Fig. 1: run 1, signal wires by layer
Scale: 4 px per um.
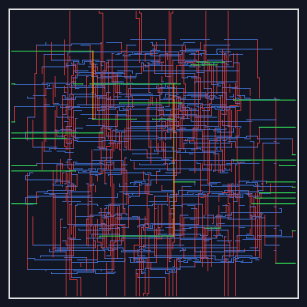
Fig. 2: run 1, nets reached from selected ports
Scale: 6 px per um.
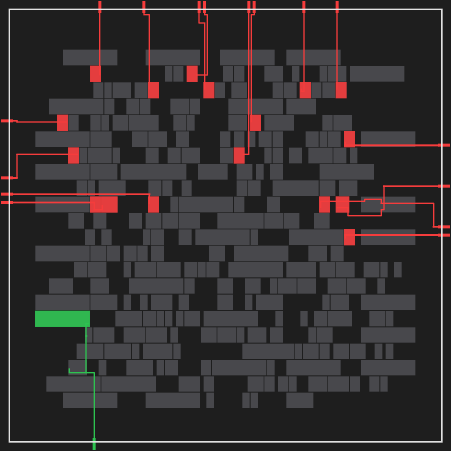
Fig. 3: run 1, gate families picked out
Scale: 4 px per um.
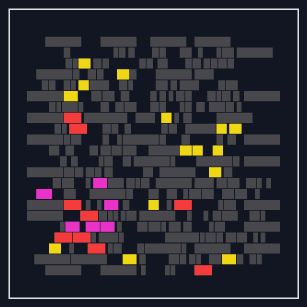
Design spi_sclk_gen, sky130hd; sources not shown.
==> deck_impl_summary.md, run 1 <==
Run Summary

Clock tree
  • Post-CTS Setup Inserts: 0
  • Insertion Delay late pin: 290 ps
  • Cts repair resizes: 0
  • CTS Sinks: 33
  • TritonCTS clock tree: yes
  • H-tree depth: 2
  • Hold Buf Count CTS: 0
  • TritonCTS Buffers: 5
  • Clk slew on worst S/H paths: 80 ps
  • Max clock buf depth: 2
  • CTS root buf: clkbuf_8

Global routing
  • Antenna violations before repair: 0
  • Vias in the first global route: 1877
  • Largest net degree at the start of global routing: 34
  • First-pass GRT wire length: 9259 um
  • Gr ovfl total: 0

Final timing
  • Achievable clock frequency: 435.3 MHz
  • Final Hold Vio Count: 0
  • Setup TNS: 0 ps
  • Worst slew pin tran: 600.3 ps
  • Fin crit period: 2297 ps
  • Max Slew Vio Count: 0
  • RSZ-0062 raised after global routing: no
  • Final Skew: 11.86 ps
  • Final setup viols: 0
  • Relative max-transition margin: 0.5998
  • Setup ws final: 402.7 ps
  • Period utilisation layout: 0.8509
  • Worst hold margin: 201.0 ps

Final layout
  • Area Growth Syn to Fin: 5.525%
  • Number of flip-flops under the largest register name: 16
  • Finished Cell Area: 2366 sq um
  • FILL cells: 322
  • Seq. cell area: 825.8 sq um
  • Layout cells sized above 1: 0.09677
  • Combinational Area: 1274 sq um
  • Nets: 293
  • Diodes inserted: 0
  • Most common logic cells in the final layout: dfrtp_1 (33), nand2_1 (19), o21ai_0 (19)
  • Core Util, Final: 0.6229

Outcome
  • Run status: finished, final reports clean

Synthesis
  • Post-synthesis cell type count: 55
  • Area share, top type: 0.3683
  • Adder Share, Synth: 0.05022
  • Register share after synthesis: 0.3683
  • Net Count, Synth: 299
  • Avg Inst Size Synth: 8.862 sq um
  • Main logic family: simple AND/OR/NAND/NOR gates
  • Simple-gate share of the synthesized area: 0.2349
  • Async SR Flop Fraction: 1.000
  • Count of library flops with an enable pin: 0
  • Synth area leader: dfrtp_1
  • Area reported by Yosys stat: 2242 sq um
  • Yosys cell count: 253
  • AND-OR/OR-AND Cells, Area Fraction: 0.2321
  • Synthesized instance count: 253
  • MUX share of area: 0.02734
  • Synth area leaders: dfrtp_1 (37%), ha_1 (5.0%), o21ai_0 (4.2%)
  • Xor+xnor area frac: 0.02344
  • Mapped Area: 2242 sq um
  • Synth Flop Type: dfrtp_1
  • Synth warn: 0
  • Seq cells post-synth: 33

Critical path
  • CP endpoint kind: register
  • Total stage count of the critical path: 6
  • Crit-path max cell delay: 530 ps
  • Crit-path slowest cell: ha_1
  • Worst-path fanout max: 14
  • Worst Path Buf+Inv: 2
  • CP startpoint kind: register
  • Worst-path cell chain: inv_1, ha_1, clkinv_1, o21ai_1, a21o_1, o21ai_0
  • WS Path Type: reg2reg
  • CP Data Arrival Time: 2450 ps
  • Critical Path RT: 2850 ps
  • CP delay by family, top: AND-OR/OR-AND gates
  • Worst reg2reg setup slack: 400 ps
  • R2R cell count: 6

Power
  • Internal Power: 1661 uW
  • Worst-case vdd ir drop: 0.0007264 V
  • Cell Pwr Density: 1271 nW/um^2
  • Clk. pwr: 497 uW
  • Clock group share of total power: 0.165
  • Pleak: 0.0009798 uW
  • Net Sw Frac: 0.4476
  • Seq power: 1050 uW
  • Combinational power: 1460 uW
  • Sequential group share of total power: 0.350
  • Largest Pwr Group: combinational logic
  • Total Power: 3006 uW
  • Switching Power: 1346 uW
  • Combinational power share: 0.485

Placement
  • Final GP Congestion: 0.8147
  • Placed wire-length estimate: 3836 um
  • Setup WS pre-CTS: 370.0 ps
  • Post-place instance area: 2250 sq um
  • Placed Cells incl. Taps: 288

Floorplan
  • Die X: 71.85 um
  • Die Height: 71.85 um
  • Fp_density: 0.5903
  • Core area: 3799 sq um
  • Number of cell rows: 22
  • Chip area: 5162 sq um

Run
  • Max Cap Viol: 0
  • Log Warnings: 32

Route
  • Vias per inst: 6.341
  • ANT nets after route: 0
  • 1st-iter DRT viols: 138
  • Residual DRC: 0
  • Vias: 1877
  • Initial DRT Pass Iterations: 4

Hold path
  • Hold crit path type: in2async
About Fig. 1:
red -> M2  # wire length 2510 um
blue -> M1  # wire length 2590 um
orange -> M4  # wire length 55.1 um
green -> M3  # wire length 271 um
Avg WL per Cell: 18.33 um
Routed WL: 5426 um
Tot GR Track Use: 0.2250

About Fig. 2:
green -> o_busy  # direction output, end cells 1, buffers 0, wire 24.7 um
red -> i_divider  # direction input, end cells 17, buffers 0, wire 267 um
I/O pin cnt: 44
PortBufs: 0

About Fig. 3:
magenta -> mux cells  # cells 6, most used mux2i_1
yellow -> non-inverting ao/oa cells  # cells 15, most used o21a_1
red -> fa/ha/maj cells  # cells 9, most used ha_1
combinational share of cell area: 0.5383
Top cell excl fill/tap: dfrtp_1
Cell Count, Final, Fillers Out: 296

## run 1: logic make-up (layout without fill, tap and decap cells)
group | Yosys count | after routing
compound gates | 79 | 79
simple gates | 88 | 88
flops | 33 | 33
mux | 6 | 6
buf+inv | 32 | 27
xor+xnor | 6 | 6
fa+ha+maj | 9 | 9
## run 1: cells in the mapped netlist, types with 2 or more instances
cell type,number
o211ai_1,3
a31oi_1,7
o31ai_1,6
a2bb2oi_1,4
ha_1,9
nor4_4,2
nor2_1,16
xor2_1,4
dfrtp_1,33
or3_1,3
a21oi_1,15
o22a_1,3
nor2b_1,2
clkbuf_1,11
buf_6,2
a21o_1,2
and3_1,3
nor3b_1,2
o21ai_0,19
or4_4,3
nand2_1,19
a221o_1,2
a221oi_1,5
buf_2,3
nand3_1,10
o22ai_1,2
nor3_1,4
nor4_1,9
o21a_1,4
inv_1,13
mux2i_1,5
xnor2_1,2
nand4_1,3
nand2b_1,2
## run 1: layer usage
layer  wire (um)  vias to the layer above  track usage  part of all wire
met3         271                        6      0.06592             0.050
met1        2589                      903       0.3191              0.48
met2        2511                       35       0.3388              0.46
met4          55                        0      0.05010             0.010
li1            -                      933            -                 -
met5           0                        -            0                 0
## run 1: layout make-up
type	instances	share of cell area
Sequential cell	33	0.3490
Timing Repair Buffer	5	0.01586
Tap cell	48	0.02538
Clock buffer	7	0.03649
Clock inverter	1	0.01269
Multi-Input combinational cell	188	0.5383
Inverter	14	0.02221
## run 1: worst reg2reg max path: cells and delay by family, from the launching register on
| kind | cells | cell delay (ps) |
|---|---|---|
| adders and majority gates | 1 | 530 |
| buffers and inverters | 2 | 320 |
| DFF | 1 | 480 |
| AOI/OAI and AO/OA | 3 | 820 |
==> run 2: changes to the inputs <==
CAP_MARGIN = 15   (was not set)
CTS_CLUSTER_SIZE = 20   (was not set)
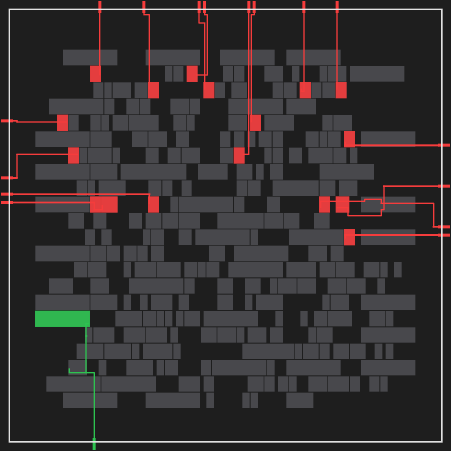
Fig. 4. Nets reached from selected ports (run 2).
Scale: 6 px per um.
green -> o_busy  # direction output, end cells 1, buffers 0, wire 24.7 um
red -> i_divider  # direction input, end cells 17, buffers 0, wire 267 um

==> run 2 against run 1 <==
Against the previous run:
- fmax unchanged
- combinational power about the same
- power unchanged
- sequential share of layout area is the same
- critical path depth unchanged
- final cell count stayed put
- non-clock buffer count unchanged
- clock skew unchanged
- critical path type unchanged
- clock power hardly changed
- register-to-register slack about the same
==> deck_impl_summary.md, run 2 <==
Run Summary

Clock tree
  • Insertion Delay late pin: 290 ps (about the same)
  • Max clock buf depth: 2 (unchanged)
  • Cts repair resizes: 0 (unchanged)
  • CTS root buf: clkbuf_8 (unchanged)
  • TritonCTS clock tree: yes (unchanged)
  • Clk slew on worst S/H paths: 80 ps (about the same)
  • CTS Sinks: 33 (unchanged)
  • Hold Buf Count CTS: 0 (unchanged)
  • H-tree depth: 2 (unchanged)
  • TritonCTS Buffers: 5 (unchanged)
  • Post-CTS Setup Inserts: 0 (unchanged)

Final layout
  • Diodes inserted: 0 (unchanged)
  • Layout cells sized above 1: 0.09677 (unchanged)
  • Area Growth Syn to Fin: 5.525% (unchanged)
  • Nets: 293 (unchanged)
  • Cell Count, Final, Fillers Out: 296 (unchanged)
  • Top cell excl fill/tap: dfrtp_1 (unchanged)
  • Number of flip-flops under the largest register name: 16 (unchanged)
  • Most common logic cells in the final layout: dfrtp_1 (33), nand2_1 (19), o21ai_0 (19) (unchanged)
  • Core Util, Final: 0.6229 (unchanged)
  • Finished Cell Area: 2366 sq um (unchanged)

Placement
  • Placed wire-length estimate: 3836 um (unchanged)
  • Setup WS pre-CTS: 370.0 ps (unchanged)
  • PortBufs: 0 (unchanged)
  • Placed Cells incl. Taps: 288 (unchanged)
  • Post-place instance area: 2250 sq um (unchanged)
  • Final GP Congestion: 0.8147 (unchanged)

Critical path
  • WS Path Type: reg2reg (unchanged)
  • Crit-path max cell delay: 530 ps (about the same)
  • Worst Path Buf+Inv: 2 (unchanged)
  • CP Data Arrival Time: 2450 ps (about the same)
  • Total stage count of the critical path: 6 (unchanged)
  • Worst-path fanout max: 14 (unchanged)
  • CP delay by family, top: AND-OR/OR-AND gates (unchanged)
  • Worst-path cell chain: inv_1, ha_1, clkinv_1, o21ai_1, a21o_1, o21ai_0 (unchanged)
  • Worst reg2reg setup slack: 400 ps (about the same)
  • CP endpoint kind: register (unchanged)
  • R2R cell count: 6 (unchanged)
  • CP startpoint kind: register (unchanged)
  • Crit-path slowest cell: ha_1 (unchanged)
  • Critical Path RT: 2850 ps (about the same)

Final timing
  • Final Skew: 11.86 ps (unchanged)
  • Fin crit period: 2297 ps (unchanged)
  • Max Slew Vio Count: 0 (unchanged)
  • Period utilisation layout: 0.8509 (unchanged)
  • RSZ-0062 raised after global routing: no (unchanged)
  • Worst slew pin tran: 600.3 ps (unchanged)
  • Setup TNS: 0 ps (unchanged)
  • Relative max-transition margin: 0.5998 (unchanged)
  • Setup ws final: 402.7 ps (unchanged)
  • Final Hold Vio Count: 0 (unchanged)
  • Achievable clock frequency: 435.3 MHz (unchanged)
  • Final setup viols: 0 (unchanged)

Synthesis
  • Top cells by count, synth: dfrtp_1 (33), nand2_1 (19), o21ai_0 (19) (unchanged)
  • Count of library flops with an enable pin: 0 (unchanged)
  • Synth warn: 0 (unchanged)
  • Avg Inst Size Synth: 8.862 sq um (unchanged)
  • Synth area leader: dfrtp_1 (unchanged)
  • Register share after synthesis: 0.3683 (unchanged)
  • Synth Flop Type: dfrtp_1 (unchanged)
  • Post-synthesis cell type count: 55 (unchanged)
  • Async SR Flop Fraction: 1.000 (unchanged)
  • Synthesized instance count: 253 (unchanged)
  • Area share, top type: 0.3683 (unchanged)
  • Seq cells post-synth: 33 (unchanged)
  • Synth area leaders: dfrtp_1 (37%), ha_1 (5.0%), o21ai_0 (4.2%) (unchanged)
  • Net Count, Synth: 299 (unchanged)
  • Area reported by Yosys stat: 2242 sq um (unchanged)
  • Yosys cell count: 253 (unchanged)
  • Mapped Area: 2242 sq um (unchanged)
  • Most instantiated library cell after synthesis: dfrtp_1 (unchanged)

Floorplan
  • Fp_density: 0.5903 (unchanged)
  • Core area: 3799 sq um (unchanged)
  • Die X: 71.85 um (unchanged)
  • I/O pin cnt: 44 (unchanged)
  • Number of cell rows: 22 (unchanged)
  • Die Height: 71.85 um (unchanged)
  • Chip area: 5162 sq um (unchanged)

Power
  • Worst-case vdd ir drop: 0.0007264 V (unchanged)
  • Cell Pwr Density: 1271 nW/um^2 (unchanged)
  • Pleak: 0.0009798 uW (unchanged)

Global routing
  • Gr ovfl total: 0 (unchanged)
  • Tot GR Track Use: 0.2250 (unchanged)
  • Antenna violations before repair: 0 (unchanged)
  • Vias in the first global route: 1877 (unchanged)
  • First-pass GRT wire length: 9259 um (unchanged)
  • Largest net degree at the start of global routing: 34 (unchanged)

Route
  • Routed WL: 5426 um (unchanged)
  • ANT nets after route: 0 (unchanged)
  • Avg WL per Cell: 18.33 um (unchanged)
  • Vias: 1877 (unchanged)
  • 1st-iter DRT viols: 138 (unchanged)
  • Vias per inst: 6.341 (unchanged)
  • Initial DRT Pass Iterations: 4 (unchanged)
  • Residual DRC: 0 (unchanged)

Hold path
  • Hold crit path type: in2async (unchanged)

Run
  • Log Warnings: 32 (unchanged)
  • Max Cap Viol: 0 (unchanged)

Outcome
  • Run status: finished, final reports clean (unchanged)
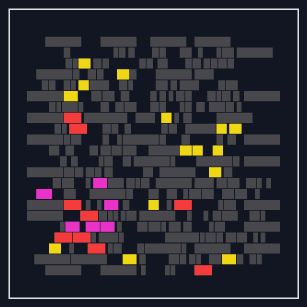
Fig. 5. Gate families picked out (run 2).
Scale: 4 px per um.
red -> fa/ha/maj cells  # cells 9, most used ha_1
magenta -> mux cells  # cells 6, most used mux2i_1
yellow -> non-inverting ao/oa cells  # cells 15, most used o21a_1

## run 2: final cells by class
cell class              instances  area (sq um)
fillers                       322          1433
multi-input cells             188          1274
flip-flops and latches         33         825.8
clock buffers                   7         86.33
well taps                      48         60.06
inverters                      14         52.55
repair buffers                  5         37.54
clock inverters                 1         30.03
## run 2: where the power goes
| part | total [uW] | switching, uW | internal, uW |
|---|---|---|---|
| clock network | 497 | 196 | 301 |
| registers | 1050 | 325 | 726 |
| logic | 1460 | 825 | 633 |
## run 2: worst register-to-register path: stages (launching register included)
cell and delay (ps):
dfrtp_1 480, inv_1 150, ha_1 530, clkinv_1 170, o21ai_1 280, a21o_1 370, o21ai_0 170
## run 2: routing by layer
metal | GRT usage | share of wire
met1 | 0.3191 | 0.48
met2 | 0.3388 | 0.46
met3 | 0.06592 | 0.050
met4 | 0.05010 | 0.010
met5 | 0 | 0
## run 2: cell families (layout without fill, tap and decap cells)
logic type / count (synthesis) / count (layout) / share of synthesized area
buffers and inverters: 32 / 27 / 0.06361
adder cells (fa/ha/maj): 9 / 9 / 0.05022
flip-flops: 33 / 33 / 0.3683
AND-OR/OR-AND: 79 / 79 / 0.2321
multiplexers: 6 / 6 / 0.02734
AND/OR/NAND/NOR: 88 / 88 / 0.2349
XOR/XNOR: 6 / 6 / 0.02344
## run 2: metrics by stage
step	total power, uW	hold slack (ps)
2_1_floorplan	2175	488.0
3_3_place_gp	2458	515.2
3_5_place_dp	2508	515.3
4_1_cts	3010	197.7
5_1_grt	3257	187.4
6_report	3006	201.0
Power figures rest on the tool's default switching activity, not on a simulated workload.
